File: src/rtl/ctrl_pkg.sv
// rtl/ctrl_pkg.sv - opcode/ALU constants and control bundle types for the pipelined control unit
package ctrl_pkg;

  localparam logic [5:0] OP_ORI  = 6'd14;
  localparam logic [5:0] OP_LUI  = 6'd15;
  localparam logic [5:0] OP_SLTI = 6'd10;
  localparam logic [5:0] OP_MUL  = 6'd26;
  localparam logic [5:0] OP_NOR  = 6'd7;
  localparam logic [5:0] OP_ADD  = 6'd12;
  localparam logic [5:0] OP_LW   = 6'd35;
  localparam logic [5:0] OP_SW   = 6'd43;
  localparam logic [5:0] OP_JR   = 6'd2;

  localparam logic [3:0] ALU_NOR = 4'b0000;
  localparam logic [3:0] ALU_ADD = 4'b0001;
  localparam logic [3:0] ALU_CMP = 4'b0010;
  localparam logic [3:0] ALU_MUL = 4'b0011;

  typedef struct packed {
    logic       reg_write;
    logic       dst_rd;
    logic       alu_src;
    logic [3:0] alu_ctrl;
    logic       data_write;
    logic       data_read;
    logic       wb_src;
    logic       slt;
    logic       is_jr;
    logic       is_mul;
    logic       uses_rt;
  } ctrl_bundle_t;

  // Only the fields still needed past ID travel down the pipe.
  typedef struct packed {
    logic       reg_write;
    logic       alu_src;
    logic [3:0] alu_ctrl;
    logic       data_write;
    logic       data_read;
    logic       wb_src;
    logic       slt;
  } ex_bundle_t;

  function automatic ex_bundle_t to_ex(input ctrl_bundle_t c);
    ex_bundle_t e;
    e.reg_write  = c.reg_write;
    e.alu_src    = c.alu_src;
    e.alu_ctrl   = c.alu_ctrl;
    e.data_write = c.data_write;
    e.data_read  = c.data_read;
    e.wb_src     = c.wb_src;
    e.slt        = c.slt;
    return e;
  endfunction

endpackage

File: src/rtl/ctrl_decoder.sv
// rtl/ctrl_decoder.sv - combinational opcode to control bundle decode for the ID stage
module ctrl_decoder
  import ctrl_pkg::*;
#(
  parameter int OPC_W = 6
) (
  input  logic [OPC_W-1:0] opcode,
  output ctrl_bundle_t     ctrl
);

  always_comb begin
    ctrl = '0;
    case (opcode)
      OP_ORI, OP_LUI: begin
        ctrl.reg_write = 1'b1;
        ctrl.alu_src   = 1'b1;
        ctrl.alu_ctrl  = ALU_CMP;
      end
      OP_SLTI: begin
        ctrl.reg_write = 1'b1;
        ctrl.alu_src   = 1'b1;
        ctrl.alu_ctrl  = ALU_CMP;
        ctrl.slt       = 1'b1;
      end
      OP_MUL: begin
        ctrl.reg_write = 1'b1;
        ctrl.dst_rd    = 1'b1;
        ctrl.alu_ctrl  = ALU_MUL;
        ctrl.is_mul    = 1'b1;
        ctrl.uses_rt   = 1'b1;
      end
      OP_NOR: begin
        ctrl.reg_write = 1'b1;
        ctrl.dst_rd    = 1'b1;
        ctrl.alu_ctrl  = ALU_NOR;
        ctrl.uses_rt   = 1'b1;
      end
      OP_ADD: begin
        ctrl.reg_write = 1'b1;
        ctrl.dst_rd    = 1'b1;
        ctrl.alu_ctrl  = ALU_ADD;
        ctrl.uses_rt   = 1'b1;
      end
      OP_LW: begin
        ctrl.reg_write = 1'b1;
        ctrl.alu_src   = 1'b1;
        ctrl.alu_ctrl  = ALU_ADD;
        ctrl.data_read = 1'b1;
        ctrl.wb_src    = 1'b1;
      end
      OP_SW: begin
        ctrl.alu_src    = 1'b1;
        ctrl.alu_ctrl   = ALU_ADD;
        ctrl.data_write = 1'b1;
        ctrl.uses_rt    = 1'b1;
      end
      OP_JR: begin
        ctrl.is_jr = 1'b1;
      end
      default: ctrl = '0;
    endcase
  end

endmodule

File: src/rtl/pipelined_ctrl_unit.sv
// rtl/pipelined_ctrl_unit.sv - registered ID/EX, EX/MEM, MEM/WB control with load-use, MUL hold and jr redirect
module pipelined_ctrl_unit
  import ctrl_pkg::*;
#(
  parameter int OPC_W      = 6,
  parameter int REG_W      = 5,
  parameter int ALU_CTRL_W = 4,
  parameter int MUL_LAT    = 3
) (
  input  logic                  clk,
  input  logic                  reset_n,
  input  logic [OPC_W-1:0]      opcode_ID,
  input  logic [REG_W-1:0]      rs_ID,
  input  logic [REG_W-1:0]      rt_ID,
  input  logic [REG_W-1:0]      rd_ID,
  output logic                  stall_ID,
  output logic                  flush_IF,
  output logic                  PC_Src,
  output logic                  ex_hold,
  output logic                  ex_alu_src,
  output logic [ALU_CTRL_W-1:0] ex_alu_ctrl,
  output logic                  ex_slt,
  output logic [REG_W-1:0]      ex_dest,
  output logic                  mem_data_write,
  output logic                  mem_data_read,
  output logic [REG_W-1:0]      mem_dest,
  output logic                  wb_reg_write,
  output logic                  wb_data_src,
  output logic [REG_W-1:0]      wb_dest
);

  localparam int CNT_W = ($clog2(MUL_LAT) < 2) ? 2 : $clog2(MUL_LAT);
  localparam logic [CNT_W-1:0] MUL_LOAD = CNT_W'(MUL_LAT - 1);

  ctrl_bundle_t     id_ctrl;
  logic [REG_W-1:0] id_dest;
  ex_bundle_t       id_ex;
  logic [REG_W-1:0] id_ex_dest;
  logic             mem_reg_write;
  logic             mem_wb_src;
  logic [CNT_W-1:0] mul_cnt;
  logic             mul_busy;
  logic             load_use;

  ctrl_decoder #(.OPC_W(OPC_W)) u_decoder (
    .opcode (opcode_ID),
    .ctrl   (id_ctrl)
  );

  assign id_dest = !id_ctrl.reg_write ? '0 : (id_ctrl.dst_rd ? rd_ID : rt_ID);

  assign mul_busy = (mul_cnt != '0);
  assign load_use = id_ex.data_read && (id_ex_dest != '0) &&
                    ((id_ex_dest == rs_ID) || (id_ctrl.uses_rt && (id_ex_dest == rt_ID)));

  always_comb begin
    stall_ID = 1'b0;
    ex_hold  = 1'b0;
    PC_Src   = 1'b0;
    if (reset_n) begin
      ex_hold  = mul_busy;
      stall_ID = mul_busy || load_use;
      PC_Src   = id_ctrl.is_jr && !(mul_busy || load_use);
    end
  end

  assign flush_IF    = PC_Src;
  assign ex_alu_src  = id_ex.alu_src;
  assign ex_alu_ctrl = ALU_CTRL_W'(id_ex.alu_ctrl);
  assign ex_slt      = id_ex.slt;
  assign ex_dest     = id_ex_dest;

  always_ff @(posedge clk) begin
    if (!reset_n) begin
      id_ex          <= '0;
      id_ex_dest     <= '0;
      mem_data_write <= 1'b0;
      mem_data_read  <= 1'b0;
      mem_reg_write  <= 1'b0;
      mem_wb_src     <= 1'b0;
      mem_dest       <= '0;
      wb_reg_write   <= 1'b0;
      wb_data_src    <= 1'b0;
      wb_dest        <= '0;
      mul_cnt        <= '0;
    end else begin
      wb_reg_write <= mem_reg_write;
      wb_data_src  <= mem_wb_src;
      wb_dest      <= mem_dest;
      if (mul_busy) begin
        // MUL still occupies EX: keep ID/EX, send a bubble to MEM.
        mem_data_write <= 1'b0;
        mem_data_read  <= 1'b0;
        mem_reg_write  <= 1'b0;
        mem_wb_src     <= 1'b0;
        mem_dest       <= '0;
        mul_cnt        <= mul_cnt - CNT_W'(1);
      end else begin
        mem_data_write <= id_ex.data_write;
        mem_data_read  <= id_ex.data_read;
        mem_reg_write  <= id_ex.reg_write;
        mem_wb_src     <= id_ex.wb_src;
        mem_dest       <= id_ex_dest;
        if (load_use) begin
          id_ex      <= '0;
          id_ex_dest <= '0;
          mul_cnt    <= '0;
        end else begin
          // jr decodes to an otherwise empty bundle, so it enters EX as a NOP.
          id_ex      <= to_ex(id_ctrl);
          id_ex_dest <= id_dest;
          mul_cnt    <= (id_ctrl.is_mul && (MUL_LAT > 1)) ? MUL_LOAD : '0;
        end
      end
    end
  end

endmodule

File: config.mk
export PLATFORM = sky130hd
export DESIGN_NAME = pipelined_ctrl_unit
export DESIGN_NICKNAME = d
export VERILOG_FILES = /design/src/rtl/ctrl_pkg.sv /design/src/rtl/ctrl_decoder.sv /design/src/rtl/pipelined_ctrl_unit.sv
export SDC_FILE = /design/constraint.sdc
export NUM_CORES = 1
export LEC_CHECK = 0
export CAP_MARGIN = 20
export CORE_AREA = 2 2 61 63
export CTS_BUF_LIST = sky130_fd_sc_hd__clkbuf_8 sky130_fd_sc_hd__clkbuf_16
export DETAILED_ROUTE_END_ITERATION = 7
export DIE_AREA = 0 0 63 65
export PLACE_DENSITY = 0.87
export SYNTH_ARGS = -nofsm -noshare
export SYNTH_HDL_FRONTEND = slang
export SYNTH_SLANG_ARGS = --single-unit
File: constraint.sdc
create_clock -name clk -period 2.3 [get_ports clk]
set_clock_uncertainty 0.2 [all_clocks]
set_input_delay 0.23 -clock clk [delete_from_list [all_inputs] [get_ports clk]]
set_output_delay 0.23 -clock clk [all_outputs]
set_load 0.02 [all_outputs]
==> images/placed.png <==
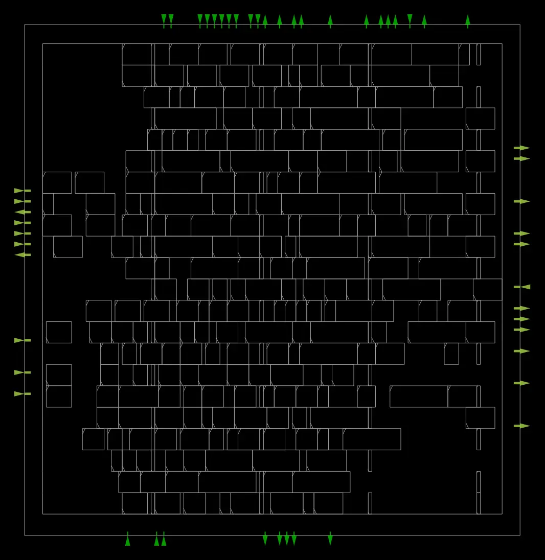
tap cells: 48
core area: 3500 um^2
Final Util: 64.8%
Seq area share: 25.7%
fill cell count: 283

==> images/ff_map.png <==
Scale: 6 px per um. Other sequential cells in the stronger gray, the rest of the logic in the fainter gray.
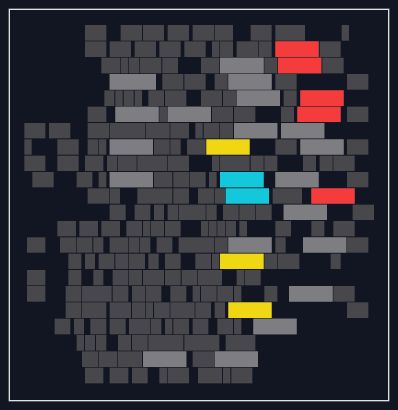
[red] wb_dest | placed flops: 5 | where: top right
[yellow] id_ex | placed flops: 3
[cyan] mul_cnt | placed flops: 2
not colored: 19

==> images/floorplan.png <==
Scale: 8 px per um. Pins as bars on the die edge.
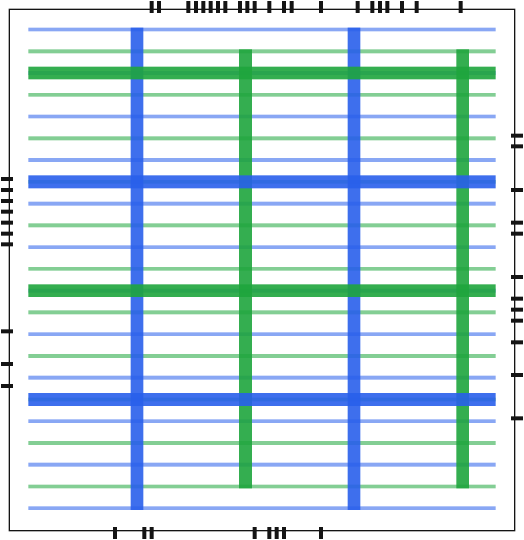
[green] VDD
[blue] VSS
met4 straps: 4
met1 rails: 23
rows: 22

==> images/sizing.png <==
Scale: 4 px per um.
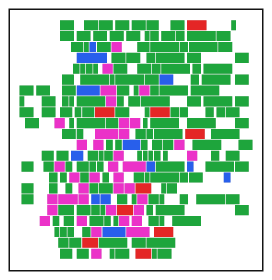
[blue] x2 | cells: 12
[magenta] x3 and x4 | cells: 38
[red] x6 and larger | cells: 9
[green] x1 and smaller | cells: 178

==> images/route_heat.png <==
Scale: 6 px per um. The die is cut into 13 by 13 equal tiles; dark purple is low, yellow is high, scaled to the fullest tile. Values are wire area over tile area, all layers added.
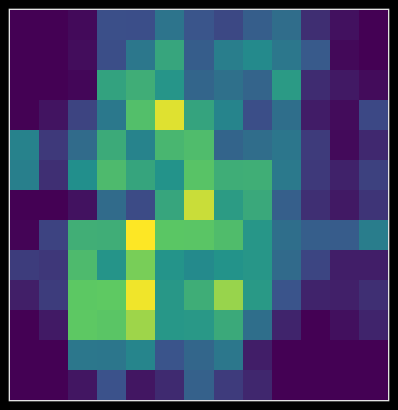
densest ninth of the die: middle
nearly empty tiles: 16%
emptiest ninth of the die: bottom right

==> ci_impl_report.md <==
## Synthesis and layout report

| Metric | Value |
|---|---|
| Leading cell kind | combinational gates |
| Register share after synthesis | 40.3% |
| Routing usage on met1 | around a fifth |
| DRC Markers | 0 |
| Most common cell in the netlist | dfxtp_1 |
| Number of nets with antenna violations after routing | 0 |
| First-pass GRT wire length | 5.42 mm |
| Cell area after placement | 2140 um^2 |
| Cell area leaders | dfxtp_1 40%, and2_1 6.5%, nand2_1 4.7% |
| Share of layout cells above drive strength 1 | between 20% and 30% |
| Area growth syn-to-layout | 57.3% |
| Top cell excl fill/tap | clkdlybuf4s50_1 |
| Post-route design area | about 2300 um^2 |
| Most common cell on crit path | clkdlybuf4s50_1 |
| Worst Hold Endpoint | wb_reg_write |
| Logic pwr share | between 10% and 20% |
| Log Warnings | 27 |
| Crit-path max cell delay | around 0.6 ns |
| Logic share of the area | a little over a third |
| Inst Count DP | between 200 and 300 |
| Tot GR Track Use | between 10% and 20% |
| TritonRoute pass-1 iters | 4 |
| Outcome | finished clean |
| Dominant cell type by area after synthesis | dfxtp_1 |
Power figures rest on the tool's default switching activity, not on a simulated workload.
